==> images/final_clocks.png <==
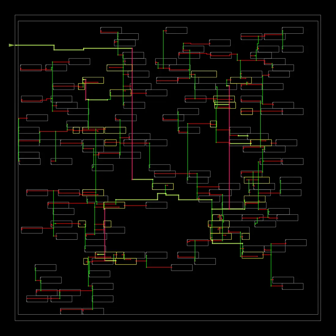
==> images/zoom.png <==
The bar under the picture is 10 microns long. Window x 52 to 82, y 52 to 82 microns. Cells in gray, sequential cells in the stronger gray; small squares are vias.
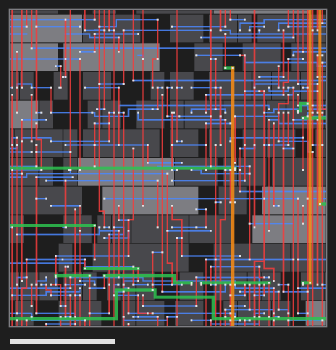
--- config.mk ---
export PLATFORM = sky130hd
export DESIGN_NAME = mac_feed_seq
export DESIGN_NICKNAME = d
export VERILOG_FILES = /design/src/rtl/mac_feed_seq_pkg.sv /design/src/rtl/mac_feed_seq.sv
export SDC_FILE = /design/constraint.sdc
export NUM_CORES = 1
export LEC_CHECK = 0
export ABC_AREA = 1
export CORE_UTILIZATION = 35
export DETAILED_ROUTE_END_ITERATION = 8
export HOLD_SLACK_MARGIN = 0.06
export PLACE_DENSITY = 0.69
export SYNTH_ARGS = -nofsm -noshare
export SYNTH_HDL_FRONTEND = slang
export SYNTH_SLANG_ARGS = --single-unit
--- constraint.sdc ---
create_clock -name clk -period 1.5 [get_ports clk]
set_input_delay 0.225 -clock clk [delete_from_list [all_inputs] [get_ports clk]]
set_output_delay 0.225 -clock clk [all_outputs]
set_load 0.01 [all_outputs]
--- src/rtl/mac_feed_seq_pkg.sv ---
// Shared constants for the MAC feed sequencer: MAC mode encodings,
// config field width and the sequencer state encoding.
package mac_feed_seq_pkg;

    // Width of the MAC config field: [1:0] mode, [MAC_CONF_W-1] accumulate select
    localparam int unsigned MAC_CONF_W = 3;

    // MAC lane modes (2'b11 is accepted but makes the MAC produce 0)
    localparam logic [1:0] MODE_SINGLE = 2'b00;
    localparam logic [1:0] MODE_DUAL   = 2'b01;
    localparam logic [1:0] MODE_QUAD   = 2'b10;

    typedef enum logic [2:0] {
        ST_IDLE,
        ST_INIT,
        ST_RUN,
        ST_DRAIN,
        ST_HOLD
    } mac_state_e;

endpackage

--- src/rtl/mac_feed_seq.sv ---
// Upstream sequencer for one MAC lane: takes a job command and an operand
// stream, drives the MAC pins from registers, waits out the MAC pipeline
// and returns the captured result on a valid/ready port.
module mac_feed_seq
    import mac_feed_seq_pkg::*;
#(
    parameter int unsigned MIN_W   = 8,
    parameter int unsigned ACC_W   = 32,
    parameter int unsigned CONF_W  = MAC_CONF_W,
    parameter int unsigned LEN_W   = 8,
    parameter int unsigned MAC_LAT = 1
)(
    input  logic                    clk,
    input  logic                    rst,
    input  logic                    cmd_valid,
    output logic                    cmd_ready,
    input  logic [1:0]              cmd_mode,
    input  logic                    cmd_acc,
    input  logic [ACC_W-1:0]        cmd_init,
    input  logic [LEN_W-1:0]        cmd_len,
    input  logic                    in_valid,
    output logic                    in_ready,
    input  logic [4*MIN_W-1:0]      in_a,
    input  logic [MIN_W-1:0]        in_b,
    output logic                    mac_rst,
    output logic                    mac_en,
    output logic [MIN_W-1:0]        mac_a0,
    output logic [MIN_W-1:0]        mac_a1,
    output logic [MIN_W-1:0]        mac_a2,
    output logic [MIN_W-1:0]        mac_a3,
    output logic [MIN_W-1:0]        mac_b3,
    output logic [ACC_W+CONF_W-1:0] mac_cfg,
    input  logic [ACC_W-1:0]        mac_c,
    output logic                    out_valid,
    input  logic                    out_ready,
    output logic [ACC_W-1:0]        out_data
);

    mac_state_e              r_state;
    mac_state_e              w_state_nxt;
    logic [LEN_W-1:0]        r_cnt;
    logic [LEN_W-1:0]        r_len;
    logic                    r_mac_rst;
    logic                    r_mac_en;
    logic [4*MIN_W-1:0]      r_mac_a;
    logic [MIN_W-1:0]        r_mac_b;
    logic [ACC_W+CONF_W-1:0] r_mac_cfg;
    logic [ACC_W+CONF_W-1:0] w_cfg_nxt;
    logic                    r_out_valid;
    logic [ACC_W-1:0]        r_out_data;
    logic                    w_cmd_hs;
    logic                    w_in_hs;
    logic                    w_drain_done;

    // Place the A lanes onto the MAC pins as {a3,a2,a1,a0} for the given mode;
    // the narrow modes fill from a3 downwards and zero the unused pins.
    function automatic logic [4*MIN_W-1:0] pack_lanes(input logic [1:0] mode,
                                                      input logic [4*MIN_W-1:0] a);
        logic [4*MIN_W-1:0] lanes;
        lanes = '0;
        case (mode)
            MODE_SINGLE: lanes[4*MIN_W-1:3*MIN_W] = a[MIN_W-1:0];
            MODE_DUAL:   lanes[4*MIN_W-1:2*MIN_W] = a[2*MIN_W-1:0];
            MODE_QUAD:   lanes = a;
            default:     lanes = '0;
        endcase
        return lanes;
    endfunction

    assign cmd_ready    = (r_state == ST_IDLE);
    assign in_ready     = (r_state == ST_RUN);
    assign w_cmd_hs     = (r_state == ST_IDLE) && cmd_valid;
    assign w_in_hs      = (r_state == ST_RUN) && in_valid;
    assign w_drain_done = (r_state == ST_DRAIN) && (r_cnt == LEN_W'(MAC_LAT));

    assign mac_rst   = r_mac_rst;
    assign mac_en    = r_mac_en;
    assign mac_a0    = r_mac_a[MIN_W-1:0];
    assign mac_a1    = r_mac_a[2*MIN_W-1:MIN_W];
    assign mac_a2    = r_mac_a[3*MIN_W-1:2*MIN_W];
    assign mac_a3    = r_mac_a[4*MIN_W-1:3*MIN_W];
    assign mac_b3    = r_mac_b;
    assign mac_cfg   = r_mac_cfg;
    assign out_valid = r_out_valid;
    assign out_data  = r_out_data;

    // Config word for the incoming command: {init, acc, zeros, mode}
    always_comb begin
        w_cfg_nxt                          = '0;
        w_cfg_nxt[ACC_W+CONF_W-1:CONF_W]   = cmd_init;
        w_cfg_nxt[CONF_W-1]                = cmd_acc;
        w_cfg_nxt[1:0]                     = cmd_mode;
    end

    // Next-state decode
    always_comb begin
        w_state_nxt = r_state;
        case (r_state)
            ST_IDLE:  if (cmd_valid) w_state_nxt = (cmd_len != '0) ? ST_INIT : ST_HOLD;
            ST_INIT:  w_state_nxt = ST_RUN;
            ST_RUN:   if (w_in_hs && (r_cnt == LEN_W'(1))) w_state_nxt = ST_DRAIN;
            ST_DRAIN: if (w_drain_done) w_state_nxt = ST_HOLD;
            ST_HOLD:  if (out_ready) w_state_nxt = ST_IDLE;
            default:  w_state_nxt = ST_IDLE;
        endcase
    end

    // State register
    always_ff @(posedge clk or negedge rst) begin
        if (!rst) r_state <= ST_IDLE;
        else      r_state <= w_state_nxt;
    end

    // Latch the job parameters on command acceptance; cfg then holds until the next job
    always_ff @(posedge clk or negedge rst) begin
        if (!rst) begin
            r_len     <= '0;
            r_mac_cfg <= '0;
        end else if (w_cmd_hs) begin
            r_len     <= cmd_len;
            r_mac_cfg <= w_cfg_nxt;
        end
    end

    // Beat counter in RUN (counts down to 0); reused as the pipeline wait counter in DRAIN
    always_ff @(posedge clk or negedge rst) begin
        if (!rst) begin
            r_cnt <= '0;
        end else begin
            case (r_state)
                ST_INIT:  r_cnt <= r_len;
                ST_RUN:   if (w_in_hs) r_cnt <= r_cnt - LEN_W'(1);
                ST_DRAIN: r_cnt <= r_cnt + LEN_W'(1);
                default:  r_cnt <= '0;
            endcase
        end
    end

    // MAC pin drive: one-cycle reset pulse in INIT, enable and operands one cycle after each beat
    always_ff @(posedge clk or negedge rst) begin
        if (!rst) begin
            r_mac_rst <= 1'b1;
            r_mac_en  <= 1'b0;
            r_mac_a   <= '0;
            r_mac_b   <= '0;
        end else begin
            r_mac_rst <= (w_state_nxt == ST_INIT);
            r_mac_en  <= w_in_hs;
            if (w_in_hs) begin
                r_mac_a <= pack_lanes(r_mac_cfg[1:0], in_a);
                r_mac_b <= in_b;
            end
        end
    end

    // Result port: zero-length jobs answer straight from the command, others capture mac_c
    always_ff @(posedge clk or negedge rst) begin
        if (!rst) begin
            r_out_valid <= 1'b0;
            r_out_data  <= '0;
        end else if (w_cmd_hs && (cmd_len == '0)) begin
            r_out_valid <= 1'b1;
            r_out_data  <= cmd_acc ? cmd_init : '0;
        end else if (w_drain_done) begin
            r_out_valid <= 1'b1;
            r_out_data  <= mac_c;
        end else if ((r_state == ST_HOLD) && out_ready) begin
            r_out_valid <= 1'b0;
        end
    end

endmodule
==> GITHUB_STEP_SUMMARY <==
## Synthesis and layout report

| Metric | Value |
|---|---|
| Clock root buffer | clkbuf_16 |
| Init Core Util | 0.361 |
| Core area | between 0.015 and 0.02 sq mm |
| Clk slew on worst S/H paths | 0.06 ns |
| Power per Cell Area | 1930 mW/mm^2 |
| Critical Path Start | r_state[1] |
| Multi-Input Combinational | 506 |
| Fin nets | 1,126 |
| FMAX | between 600 and 700 MHz |
| Crit path to | out_data[22] |
| Die Ht | 133 microns |
| Worst hold margin | ~0.27 ns |
| DRT antenna net count | 0 |
| Sw power | 7.59 mW |
| Logic share of the area | 0.284 |
| Sequential share of power | 0.303 |
| Top Consumer | combinational logic |
| GPL Wtd Cong | 0.854 |
| Fillers | 1,328 |
| Crit-path max FO | 6 |
| Worst Tran Pin Value | 0.397 ns |
| Register area share after synthesis | 0.536 |
| Yosys chip area | between 0.006 and 0.007 sq mm |
| CP startpoint kind | flop |
| Initial antenna violation count | 0 |
| Highest-count logic cell in the final layout | nand2_1 |
| Fin. Hold Viols | 0 |
| H-Tree Depth | 4 |
| Largest net degree at the start of global routing | 41 |
| Pre-CTS setup slack | -0.548 ns |
| Status | finished with violations |
| Failing checks | setup timing |
| Log Warnings | 34 |
| Max clock buf depth | 2 |
| Area added between synthesis and finish | 77.8% |
| Rows | approximately 47 |
| Ports | 232 |
| Clock power frac | 0.213 |
| WL/cell | 19.0 microns |
| Seq group | about 6.3 mW |
| Layout clock area frac | 0.0584 |
| PnR worst setup slack | -0.138 ns |
| WL final | 23,400 microns |
| Largest cell class | non-clock buffers |
| # Taps | 220 |
| Placed cells | ~1,200 |
| Buffers excl. clock | about 320 |
| Unique cell types | 26 |
| Vias post-DR | about 6,200 |
| Total power | 20.7 mW |
| DRT iter0 DRCs | roughly 300 |
| Synth flops | around 130 |
| 1st-pass router iterations | 5 |
| Pint | roughly 13 mW |
| Final setup violating endpoints | 80 |
| Ant diodes | 0 |
| Reg2Reg Setup Slack | -0.14 ns |
| Proportion of layout cells with a drive suffix above 1 | 0.263 |
| Nonclk inv count | 25 |
| Final Instance Count excl. Fillers | between 1,000 and 1,500 |
| Critical path class | reg -> reg |
| Post-DP HPWL | 13,600 microns |
Notes on final_clocks.png above:
Clock Power: 4.41 mW
CTS sink cnt: 129
clk_skew: 0.0125 ns
TritonCTS Buffers: 17

Notes on zoom.png above:
Key: met4 = orange; met3 = green; met1 = blue; met2 = red
85 logic cells have their middle in the window. Most frequent: nand2_1 (16), buf_4 (16), nand3_1 (10). Sequential cells in the window: 6. Netlist names of flops here include r_state (3), r_len (2).

metal layers:
metal / up-vias / wire length (microns) / track usage
li1: 2881 / - / -
met1: 2959 / 9190 / 0.306
met2: 341 / 11400 / 0.440
met3: 43 / 2220 / 0.0750
met4: 0 / 632 / 0.105
met5: - / 0 / 0
kinds of logic (layout without fill, tap and decap cells):
logic type | after synthesis | count (layout) | share of synthesized area
multiplexers | 40 | 40 | 0.0748
AND-OR/OR-AND | 81 | 81 | 0.0775
AND/OR/NAND/NOR | 378 | 378 | 0.253
buffers and inverters | 64 | 377 | 0.0445
adder cells (fa/ha/maj) | 7 | 7 | 0.0145
flip-flops | 129 | 129 | 0.536
repair_timing:
item	in CTS	in global routing
gates cloned	15	4
pin swaps	20	18
resized	266	83
endpoints found under the hold margin	92	0
setup buffers	19	6
setup endpoints to repair	223	128
hold buffers	1	0
cells in the mapped netlist:
cell type	count	area share
a22o_1	16	0.023
buf_4	2	0.0025
ha_1	7	0.015
or2_0	1	0.0010
a21oi_1	9	0.0075
inv_2	4	0.0025
inv_1	21	0.013
or2_2	1	0.0010
clkbuf_1	19	0.012
mux2_2	40	0.075
nand3_1	52	0.043
nor2_2	2	0.0021
o21ai_1	8	0.0066
dfstp_2	1	0.0044
nand3b_1	1	0.0012
nand2_1	297	0.19
o22ai_1	1	0.0010
nor2_4	2	0.0037
buf_2	16	0.013
dfrtp_1	128	0.53
nand2_2	1	0.0010
nand4_1	2	0.0021
nor2_1	18	0.011
buf_1	2	0.0012
o21ai_0	47	0.039
nor3_1	1	0.00083
critical path, stage by stage, from the launching register on:
cell and delay (ns):
dfrtp_1 0.40, nor2_2 0.14, nand2_2 0.09, nor2_4 0.16, nand2_4 0.10, buf_6 0.14
nand2_8 0.06, buf_12 0.12, inv_16 0.05, buf_12 0.14, nand2_4 0.07, nand2_2 0.05
Power is estimated from default activity; no workload was simulated.
